## src/rtl/wbm_rd_pkg.sv

```systemverilog
`default_nettype none
// ============================================================================
//  Module      : wbm_rd_pkg
//  Description : Shared constants and types for the Wishbone burst reader.
//                Holds the Wishbone cycle-type and burst-type encodings, the
//                byte-select constant and the reader state enumeration.
//  Revision    : 1.0 - initial release
// ============================================================================
package wbm_rd_pkg;

    // Wishbone registered-feedback cycle type encodings
    localparam logic [2:0] CTI_CLASSIC = 3'b000;
    localparam logic [2:0] CTI_INCR    = 3'b010;
    localparam logic [2:0] CTI_EOB     = 3'b111;

    // Linear burst, all eight byte lanes enabled
    localparam logic [1:0] BTE_LINEAR  = 2'b00;
    localparam logic [7:0] SEL_ALL     = 8'hFF;

    // Reader control states
    typedef enum logic [1:0] {
        ST_IDLE  = 2'd0,
        ST_REQ   = 2'd1,
        ST_BURST = 2'd2,
        ST_GAP   = 2'd3
    } state_e;

endpackage : wbm_rd_pkg
`default_nettype wire

```

## src/rtl/wbm_rd_fifo.sv

```systemverilog
`default_nettype none
// ============================================================================
//  Module      : wbm_rd_fifo
//  Description : Synchronous first-word-fall-through FIFO. The head word is
//                visible on data_o whenever valid_o is high; data_o reads as
//                zero while empty. Push while full and pop while empty are
//                ignored. count_o reports the current occupancy.
//  Ports       : clk_i, rst_i   clock, synchronous active-high reset
//                push_i, data_i write request and data
//                pop_i          consume head word
//                data_o, valid_o head word and not-empty flag
//                count_o        number of stored words (0..DEPTH)
//  Parameters  : WIDTH word width, DEPTH entries (power of 2, >= 2)
//  Revision    : 1.0 - initial release
// ============================================================================
module wbm_rd_fifo #(
    parameter int WIDTH = 64,
    parameter int DEPTH = 32
) (
    input  logic                     clk_i,
    input  logic                     rst_i,
    input  logic                     push_i,
    input  logic [WIDTH-1:0]         data_i,
    input  logic                     pop_i,
    output logic [WIDTH-1:0]         data_o,
    output logic                     valid_o,
    output logic [$clog2(DEPTH):0]   count_o
);

    localparam int AW = $clog2(DEPTH);
    localparam int CW = AW + 1;
    localparam logic [CW-1:0] c_FULL = CW'(DEPTH);

    logic [WIDTH-1:0] mem_q [DEPTH];
    logic [AW-1:0]    wr_ptr_q;
    logic [AW-1:0]    rd_ptr_q;
    logic [CW-1:0]    count_q;

    logic w_empty;
    logic w_full;
    logic w_push;
    logic w_pop;

    assign w_empty = (count_q == '0);
    assign w_full  = (count_q == c_FULL);
    assign w_push  = push_i & ~w_full;
    assign w_pop   = pop_i & ~w_empty;

    always_ff @(posedge clk_i) begin
        if (rst_i) begin
            wr_ptr_q <= '0;
            rd_ptr_q <= '0;
            count_q  <= '0;
        end else begin
            if (w_push) begin
                wr_ptr_q <= wr_ptr_q + AW'(1);
            end
            if (w_pop) begin
                rd_ptr_q <= rd_ptr_q + AW'(1);
            end
            case ({w_push, w_pop})
                2'b10:   count_q <= count_q + CW'(1);
                2'b01:   count_q <= count_q - CW'(1);
                default: count_q <= count_q;
            endcase
        end
    end

    // Storage needs no reset: the empty flag masks stale contents.
    always_ff @(posedge clk_i) begin
        if (w_push) begin
            mem_q[wr_ptr_q] <= data_i;
        end
    end

    assign data_o  = w_empty ? '0 : mem_q[rd_ptr_q];
    assign valid_o = ~w_empty;
    assign count_o = count_q;

endmodule : wbm_rd_fifo
`default_nettype wire

```

## src/rtl/wbm_burst_reader.sv

```systemverilog
`default_nettype none
// ============================================================================
//  Module      : wbm_burst_reader
//  Description : Wishbone read initiator. Accepts a (byte address, word count)
//                command and fetches that many 64-bit words with incrementing
//                bursts of at most MAX_BURST beats. A burst is only started
//                once the output FIFO has room for every beat of it, so
//                received data is never dropped. Words leave through a
//                valid/ready stream fed from a first-word-fall-through FIFO.
//  Ports       : wb_clk_i, wb_rst_i       clock, synchronous active-high reset
//                cmd_valid_i/cmd_ready_o   command handshake (ready in IDLE)
//                cmd_addr_i, cmd_len_i     start byte address, length in words
//                wb_*                      Wishbone master port (64-bit)
//                dat_o/dat_valid_o/dat_ready_i  output word stream
//                busy_o                    command in progress
//                done_o, err_o             completion / abort pulses
//  Option      : WBM_RD_TIMEOUT_EN - when defined, a BURST that sees no
//                termination for TIMEOUT cycles is aborted like an error.
//  Revision    : 1.0 - initial release
// ============================================================================
module wbm_burst_reader
    import wbm_rd_pkg::*;
#(
    parameter int ADDR_W     = 32,
    parameter int LEN_W      = 16,
    parameter int MAX_BURST  = 16,
    parameter int FIFO_DEPTH = 32,
    parameter int TIMEOUT    = 255
) (
    input  logic              wb_clk_i,
    input  logic              wb_rst_i,
    // command
    input  logic              cmd_valid_i,
    output logic              cmd_ready_o,
    input  logic [ADDR_W-1:0] cmd_addr_i,
    input  logic [LEN_W-1:0]  cmd_len_i,
    // Wishbone master
    output logic              wb_cyc_o,
    output logic              wb_stb_o,
    output logic              wb_we_o,
    output logic [7:0]        wb_sel_o,
    output logic [2:0]        wb_cti_o,
    output logic [1:0]        wb_bte_o,
    output logic [ADDR_W-1:0] wb_adr_o,
    input  logic [63:0]       wb_dat_i,
    input  logic              wb_ack_i,
    input  logic              wb_err_i,
    input  logic              wb_rty_i,
    // output stream
    output logic [63:0]       dat_o,
    output logic              dat_valid_o,
    input  logic              dat_ready_i,
    // status
    output logic              busy_o,
    output logic              done_o,
    output logic              err_o
);

    localparam int BW = $clog2(MAX_BURST + 1);
    localparam int CW = $clog2(FIFO_DEPTH) + 1;

    // ------------------------------------------------------------------
    // State
    // ------------------------------------------------------------------
    state_e            state_q, state_d;
    logic [ADDR_W-1:0] adr_q,   adr_d;
    logic [LEN_W-1:0]  rem_q,   rem_d;
    logic [BW-1:0]     beats_q, beats_d;
    logic              cyc_q,   cyc_d;
    logic              done_q,  done_d;
    logic              err_q,   err_d;

    logic [CW-1:0]     w_fifo_count;
    logic [CW-1:0]     w_free;
    logic [BW-1:0]     w_blen;
    logic              w_room;
    logic              w_start;
    logic              w_err_t;
    logic              w_rty_t;
    logic              w_ack_t;
    logic              w_timeout;
    logic              w_abort;

    // Low address bits are forced to zero; the incoming ones are unused.
    logic              w_unused_addr_lsb;
    assign w_unused_addr_lsb = ^cmd_addr_i[2:0];

    // ------------------------------------------------------------------
    // Burst sizing and FIFO room check
    // ------------------------------------------------------------------
    always_comb begin
        if (32'(rem_q) < 32'(MAX_BURST)) begin
            w_blen = BW'(rem_q);
        end else begin
            w_blen = BW'(MAX_BURST);
        end
    end

    // Room must cover the whole burst; pops while it runs only add space.
    assign w_free  = CW'(FIFO_DEPTH) - w_fifo_count;
    assign w_room  = (w_free >= CW'(w_blen));
    assign w_start = (state_q == ST_REQ) && w_room;

    // Terminations only count while the cycle is open; err > rty > ack.
    assign w_err_t = cyc_q & wb_err_i;
    assign w_rty_t = cyc_q & ~wb_err_i & wb_rty_i;
    assign w_ack_t = cyc_q & ~wb_err_i & ~wb_rty_i & wb_ack_i;
    assign w_abort = w_err_t | w_timeout;

    // ------------------------------------------------------------------
    // Optional ack watchdog
    // ------------------------------------------------------------------
`ifdef WBM_RD_TIMEOUT_EN
    localparam int TMO_W = $clog2(TIMEOUT + 1);
    localparam logic [TMO_W-1:0] c_TMO_LAST = TMO_W'(TIMEOUT - 1);

    logic [TMO_W-1:0] tmo_q, tmo_d;

    always_comb begin
        tmo_d = tmo_q;
        if (w_start || w_ack_t || w_rty_t) begin
            tmo_d = '0;
        end else if (cyc_q && !w_err_t) begin
            tmo_d = tmo_q + TMO_W'(1);
        end
    end

    always_ff @(posedge wb_clk_i) begin
        if (wb_rst_i) begin
            tmo_q <= '0;
        end else begin
            tmo_q <= tmo_d;
        end
    end

    // Fires on the cycle whose closing edge would make the count TIMEOUT.
    assign w_timeout = cyc_q & ~wb_err_i & ~wb_rty_i & ~wb_ack_i &
                       (tmo_q == c_TMO_LAST);
`else
    logic w_unused_timeout;
    assign w_unused_timeout = (TIMEOUT != 0);
    assign w_timeout        = 1'b0;
`endif

    // ------------------------------------------------------------------
    // Next-state logic
    // ------------------------------------------------------------------
    always_comb begin
        state_d = state_q;
        adr_d   = adr_q;
        rem_d   = rem_q;
        beats_d = beats_q;
        cyc_d   = cyc_q;
        done_d  = 1'b0;
        err_d   = 1'b0;

        case (state_q)
            ST_IDLE: begin
                if (cmd_valid_i) begin
                    adr_d = {cmd_addr_i[ADDR_W-1:3], 3'b000};
                    rem_d = cmd_len_i;
                    if (cmd_len_i == '0) begin
                        done_d = 1'b1;
                    end else begin
                        state_d = ST_REQ;
                    end
                end
            end

            ST_REQ: begin
                if (w_room) begin
                    cyc_d   = 1'b1;
                    beats_d = w_blen;
                    state_d = ST_BURST;
                end
            end

            ST_BURST: begin
                if (w_abort) begin
                    cyc_d   = 1'b0;
                    err_d   = 1'b1;
                    rem_d   = '0;
                    state_d = ST_IDLE;
                end else if (w_rty_t) begin
                    // Address and remaining count are kept for the re-issue.
                    cyc_d   = 1'b0;
                    state_d = ST_GAP;
                end else if (w_ack_t) begin
                    adr_d   = adr_q + ADDR_W'(8);
                    beats_d = beats_q - BW'(1);
                    rem_d   = rem_q - LEN_W'(1);
                    if (beats_q == BW'(1)) begin
                        cyc_d = 1'b0;
                        if (rem_q == LEN_W'(1)) begin
                            done_d  = 1'b1;
                            state_d = ST_IDLE;
                        end else begin
                            state_d = ST_GAP;
                        end
                    end
                end
            end

            ST_GAP: begin
                state_d = ST_REQ;
            end

            default: begin
                cyc_d   = 1'b0;
                state_d = ST_IDLE;
            end
        endcase
    end

    // ------------------------------------------------------------------
    // State registers
    // ------------------------------------------------------------------
    always_ff @(posedge wb_clk_i) begin
        if (wb_rst_i) begin
            state_q <= ST_IDLE;
            adr_q   <= '0;
            rem_q   <= '0;
            beats_q <= '0;
            cyc_q   <= 1'b0;
            done_q  <= 1'b0;
            err_q   <= 1'b0;
        end else begin
            state_q <= state_d;
            adr_q   <= adr_d;
            rem_q   <= rem_d;
            beats_q <= beats_d;
            cyc_q   <= cyc_d;
            done_q  <= done_d;
            err_q   <= err_d;
        end
    end

    // ------------------------------------------------------------------
    // Output FIFO
    // ------------------------------------------------------------------
    wbm_rd_fifo #(
        .WIDTH (64),
        .DEPTH (FIFO_DEPTH)
    ) u_fifo (
        .clk_i   (wb_clk_i),
        .rst_i   (wb_rst_i),
        .push_i  (w_ack_t),
        .data_i  (wb_dat_i),
        .pop_i   (dat_ready_i),
        .data_o  (dat_o),
        .valid_o (dat_valid_o),
        .count_o (w_fifo_count)
    );

    // ------------------------------------------------------------------
    // Outputs
    // ------------------------------------------------------------------
    assign wb_cyc_o    = cyc_q;
    assign wb_stb_o    = cyc_q;
    assign wb_we_o     = 1'b0;
    assign wb_sel_o    = SEL_ALL;
    assign wb_bte_o    = BTE_LINEAR;
    assign wb_adr_o    = adr_q;
    assign wb_cti_o    = !cyc_q              ? CTI_CLASSIC :
                         (beats_q == BW'(1)) ? CTI_EOB     : CTI_INCR;

    assign cmd_ready_o = (state_q == ST_IDLE);
    assign busy_o      = (state_q != ST_IDLE);
    assign done_o      = done_q;
    assign err_o       = err_q;

endmodule : wbm_burst_reader
`default_nettype wire

```

## config.mk

```make
export PLATFORM = sky130hd
export DESIGN_NAME = wbm_burst_reader
export DESIGN_NICKNAME = d
export VERILOG_FILES = /design/src/rtl/wbm_rd_pkg.sv /design/src/rtl/wbm_rd_fifo.sv /design/src/rtl/wbm_burst_reader.sv
export SDC_FILE = /design/constraint.sdc
export NUM_CORES = 2
export LEC_CHECK = 0
export ABC_AREA = 1
export CAP_MARGIN = 5
export CORE_MARGIN = 2
export CORE_UTILIZATION = 55
export DETAILED_ROUTE_END_ITERATION = 8
export GPL_ROUTABILITY_DRIVEN = 0
export HOLD_SLACK_MARGIN = 0.06
export PLACE_DENSITY_LB_ADDON = 0.2
export SYNTH_ARGS = -nofsm -noshare
export SYNTH_HDL_FRONTEND = slang
export SYNTH_HIERARCHICAL = 1
export SYNTH_SLANG_ARGS = --single-unit
```

## constraint.sdc

```tcl
create_clock -name wb_clk_i -period 16.2 [get_ports wb_clk_i]
set_clock_uncertainty 0.15 [all_clocks]
set_input_delay 3.24 -clock wb_clk_i [delete_from_list [all_inputs] [get_ports wb_clk_i]]
set_output_delay 3.24 -clock wb_clk_i [all_outputs]
set_load 0.02 [all_outputs]
```

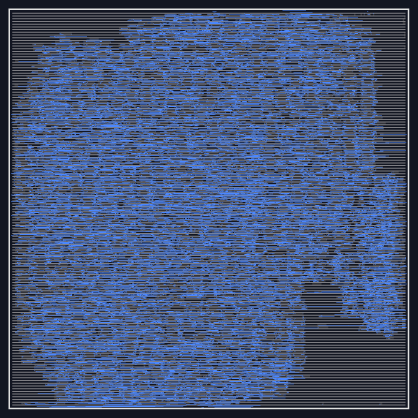
*M1 wires*
(1 px per um) Supply wires on this layer in gray.
wire length on this layer	92.5 mm
nets with wire on the layer	6599
share of all routed wire	40%
main direction	horizontal

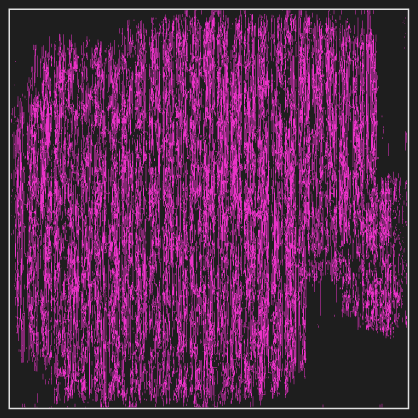
*M2 wires*
(1 px per um)
nets with wire on the layer	5232
longest straight run	115 um
share of all routed wire	47%
wire length on this layer	109 mm
main direction	vertical

==> results.cfg <==
; flow metrics
[run_status]
run_status = complete, no violations

[worst_setup_path]
path_class = reg2out
crit_family = buffers and inverters
path_max_fanout = 91
cp.buffers_inverters = 5
crit_path_top_delay_cell = sky130_fd_sc_hd__buf_4
nature_of_the_critical_path_endpoint = output pin
worst_ep_required_time_ps = 12810
critical_path.most_common_cell = sky130_fd_sc_hd__buf_4
slowest_stage_delay_cp_ps = 880
path_cells = buf_4 -> buf_4 -> buf_4 -> buf_4 -> o21ai_0 -> o22ai_1 -> nand2_1 -> nand2_1 -> nand2_1 -> o21ai_1 -> o21ai_0 -> nor2_1 -> clkdlybuf4s50_1
worstPathArrival_ps = 7160
worst_setup_path_start_kind = flip-flop

[placement]
detailedPlacementHpwl_um = 111000
port_buffers = 218

[sta]
final.min_clock_period_ps = 10550
finalClockPeriodUsage_pct = 65.1
maxSlewHeadroom_pct = 10.1
tns_ps = 0
timing.hold.ws_ps = 346
worst_pin_slew_ps = 1350
unrepaired_setup_endpoints_after_global_routing = no
timing.fmax_mhz = 94.8
final_number_of_hold_violating_endpoints = 0
setup_violations = 0
slew_viol_final = 0

[clock_tree]
tritoncts = yes
path_clk_slew_ps = 60
clkLatencyLatePin_ps = 850
cts_resized = 0
cts_buffer_depth = 3
postCtsSetupRepairBufs = 0
clock-sinks = 2124
postCtsHoldBufs = 0
clock-root-buffer = sky130_fd_sc_hd__clkbuf_16
htreeDepth = 4
tritoncts.num_buffers = 209

[grt]
largest_net_degree_at_the_start_of_global_routing = 312
grt_antenna_before_repair = 20
global_route.overflow_total = 0
grt_first_pass_wirelength_um = 341000
grt_pass1_vias = 53500
track_usage_pct = 29.0

[floorplanning]
pin_count = 236
row_count = 144
chipHeight_um = 398
core_region_area_sq_mm = 0.154
x_dimension_of_the_die_um = 398
fp-utilization_pct = 55.3
die_area_sq_mm = 0.158

[logic_synthesis]
yosys.cell_types.count = 49
netlist.top_cell.by_area = sky130_fd_sc_hd__edfxtp_1
post-synth-top-area-fraction_pct = 72.1
post_synth_and_or_nand_nor_area_fraction_pct = 9.24
synthXorXnorAreaFrac_pct = 0.205
area_leaders = sky130_fd_sc_hd__edfxtp_1 (72%), sky130_fd_sc_hd__o21ai_0 (6.8%), sky130_fd_sc_hd__nor2_1 (6.4%), sky130_fd_sc_hd__o22ai_1 (3.5%), sky130_fd_sc_hd__dfxtp_1 (1.8%)
ys_top_logic_family = AND-OR/OR-AND gates
yosys_register_bits = 2124
postSynth.topFlopCell = sky130_fd_sc_hd__edfxtp_1
synth.mux.area_fraction_pct = 0
fa_ha_maj_area_share_pct = 0.308
proportion_of_synthesized_flip_flops_having_asynchronous_set_or_reset_pct = 0
syn-instance-count = 6822
avgSynthCellArea_sq_um = 12.5
synth-area-yosys_sq_mm = 0.0853
yosys_cells = 6822
postSynthSeqShare_pct = 73.9
netlist_area_sq_mm = 0.0853
yosysWarningCount = 6
aoi_share_pct = 13.2
synth-edff-count = 2048

[finish]
layout_top_cells_excl_fill_tap = sky130_fd_sc_hd__edfxtp_1 (2048), sky130_fd_sc_hd__nor2_1 (1422), sky130_fd_sc_hd__o21ai_0 (1159)
nets = 7019
final_layout_size_suffix_gt1_share_pct = 6.54
area.growth.synth_to_final_pct = 12.2
fill_cells = 11600
seq_area_sq_mm = 0.0630
mostFrequentLayoutCell = sky130_fd_sc_hd__edfxtp_1
final-comb-area_sq_mm = 0.0199

[drt]
via_per_inst = 6.27
drt-pass1-iter-count = 6
vias = 57100
drc = 0
wl_per_cell_um = 25.6
wl_um = 233000
dr.first_iter.drc_count = 6784
drtAntennaViolNets = 0

[run]
maxCapViolCount = 0
warning_count = 63

[pwr]
power_leakage_nw = 31.0
peak_supply_drop_v = 0.000149
total_power_divided_by_cell_area_mw_per_mm2 = 157

[min_path]
hold_class = reg2reg
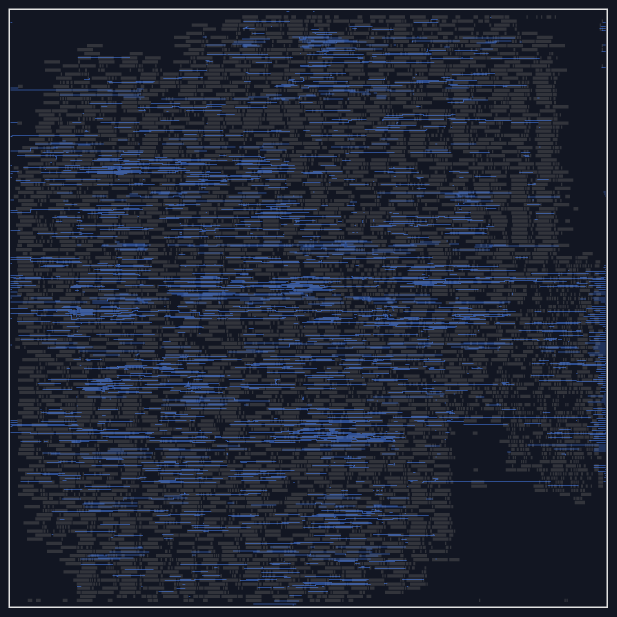
*Metal 3*
(1.5 px per um)
nets with wire on the layer	481
main direction	horizontal
longest straight run	143 um

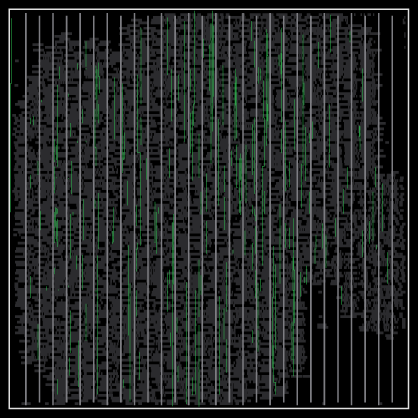
*The metal 4 layer*
(1 px per um) Supply wires on this layer in gray.
wire length on this layer	7700 um
nets with wire on the layer	103

-- cells in the mapped netlist (72+ instances only) --
cell and instances:
sky130_fd_sc_hd__nand3_1 105, sky130_fd_sc_hd__o22ai_1 483, sky130_fd_sc_hd__buf_2 130, sky130_fd_sc_hd__o21ai_1 223, sky130_fd_sc_hd__clkbuf_1 271, sky130_fd_sc_hd__o21ai_0 1159
sky130_fd_sc_hd__inv_1 94, sky130_fd_sc_hd__edfxtp_1 2048, sky130_fd_sc_hd__dfxtp_1 76, sky130_fd_sc_hd__o221ai_1 72, sky130_fd_sc_hd__nor2_1 1451, sky130_fd_sc_hd__nand2_1 391
-- per-layer routing --
layer / vias to the layer above / track usage [%] / routed length (um) / part of all wire (%)
li1: 25200 / - / - / -
met1: 28400 / 40.9 / 92500 / 40
met2: 3049 / 45.9 / 109000 / 47
met3: 465 / 5.11 / 24200 / 10
met4: 18 / 10.1 / 7700 / 3.3
met5: - / 0 / 102 / 0.044
-- stage by stage --
stage          area (sq um)  util [%]  setup WS [ps]  cells  total power, mW
2_1_floorplan         85300         -           7280   6834             8.98
3_3_place_gp          88900      57.7           6670   8712             10.2
3_5_place_dp          88900      57.7           6620   8712             10.3
4_1_cts               95600      62.1           5680   9093             15.0
5_1_grt               95600      62.1           5270   9100             15.7
6_report              95600      62.1           5650   9102             15.0
-- state kept, by name (all words and copies together), names as in the netlist, named ones only --
register,flops
u_fifo/mem_q,2048
err_o,1
beats_q,5
u_fifo/rd_ptr_q,5
state_q,2
wb_cyc_o,1
wb_adr_o,29
u_fifo/count_o,6
done_o,1
u_fifo/wr_ptr_q,5
rem_q,16
-- area by class of cell --
type	instances	area share, %
Clock inverter	118	1.27
Sequential cell	2124	65.9
Multi-Input combinational cell	4118	20.8
Antenna cell	9	0.0236
Timing Repair Buffer	323	3.13
Clock buffer	263	5.77
Inverter	103	0.444
Tap cell	2044	2.67
-- worst register-to-register path, delay by kind of cell (launching register included) --
kind,cells,cell delay [ps]
AND/OR/NAND/NOR,5,1800
buffers and inverters,4,1610
flip-flops,1,420
-- cell families after synthesis --
group | Yosys count
xor gates and xnor gates | 20
buffers and inverters | 592
DFF | 2124
and+or+nand+nor | 2014
other | 2
adders and majority gates | 21
AOI/OAI and AO/OA | 2049
-- path summary, 6_finish.rpt --
| path | start | to | slack [ps] | cells after the start |
|---|---|---|---|---|
| setup / recovery | flip-flop | dat_o[50] | 5650 | 13 |
| hold / removal | beats_q[4] | beats_q[4] | 350 | 2 |
| setup reg to reg | wb_cyc_o | u_fifo/mem_q[26][5] | 11730 | 9 |
| hold reg to reg | beats_q[4] | beats_q[4] | 350 | 2 |
-- power by group --
part | internal [mW] | total (mW) | switching, mW
combinational | 1.29 | 4.00 | 2.71
clock | 2.77 | 4.78 | 2.02
sequential | 6.10 | 6.23 | 0.130
total | 10.2 | 15.0 | 4.86
Power figures rest on the tool's default switching activity, not on a simulated workload.
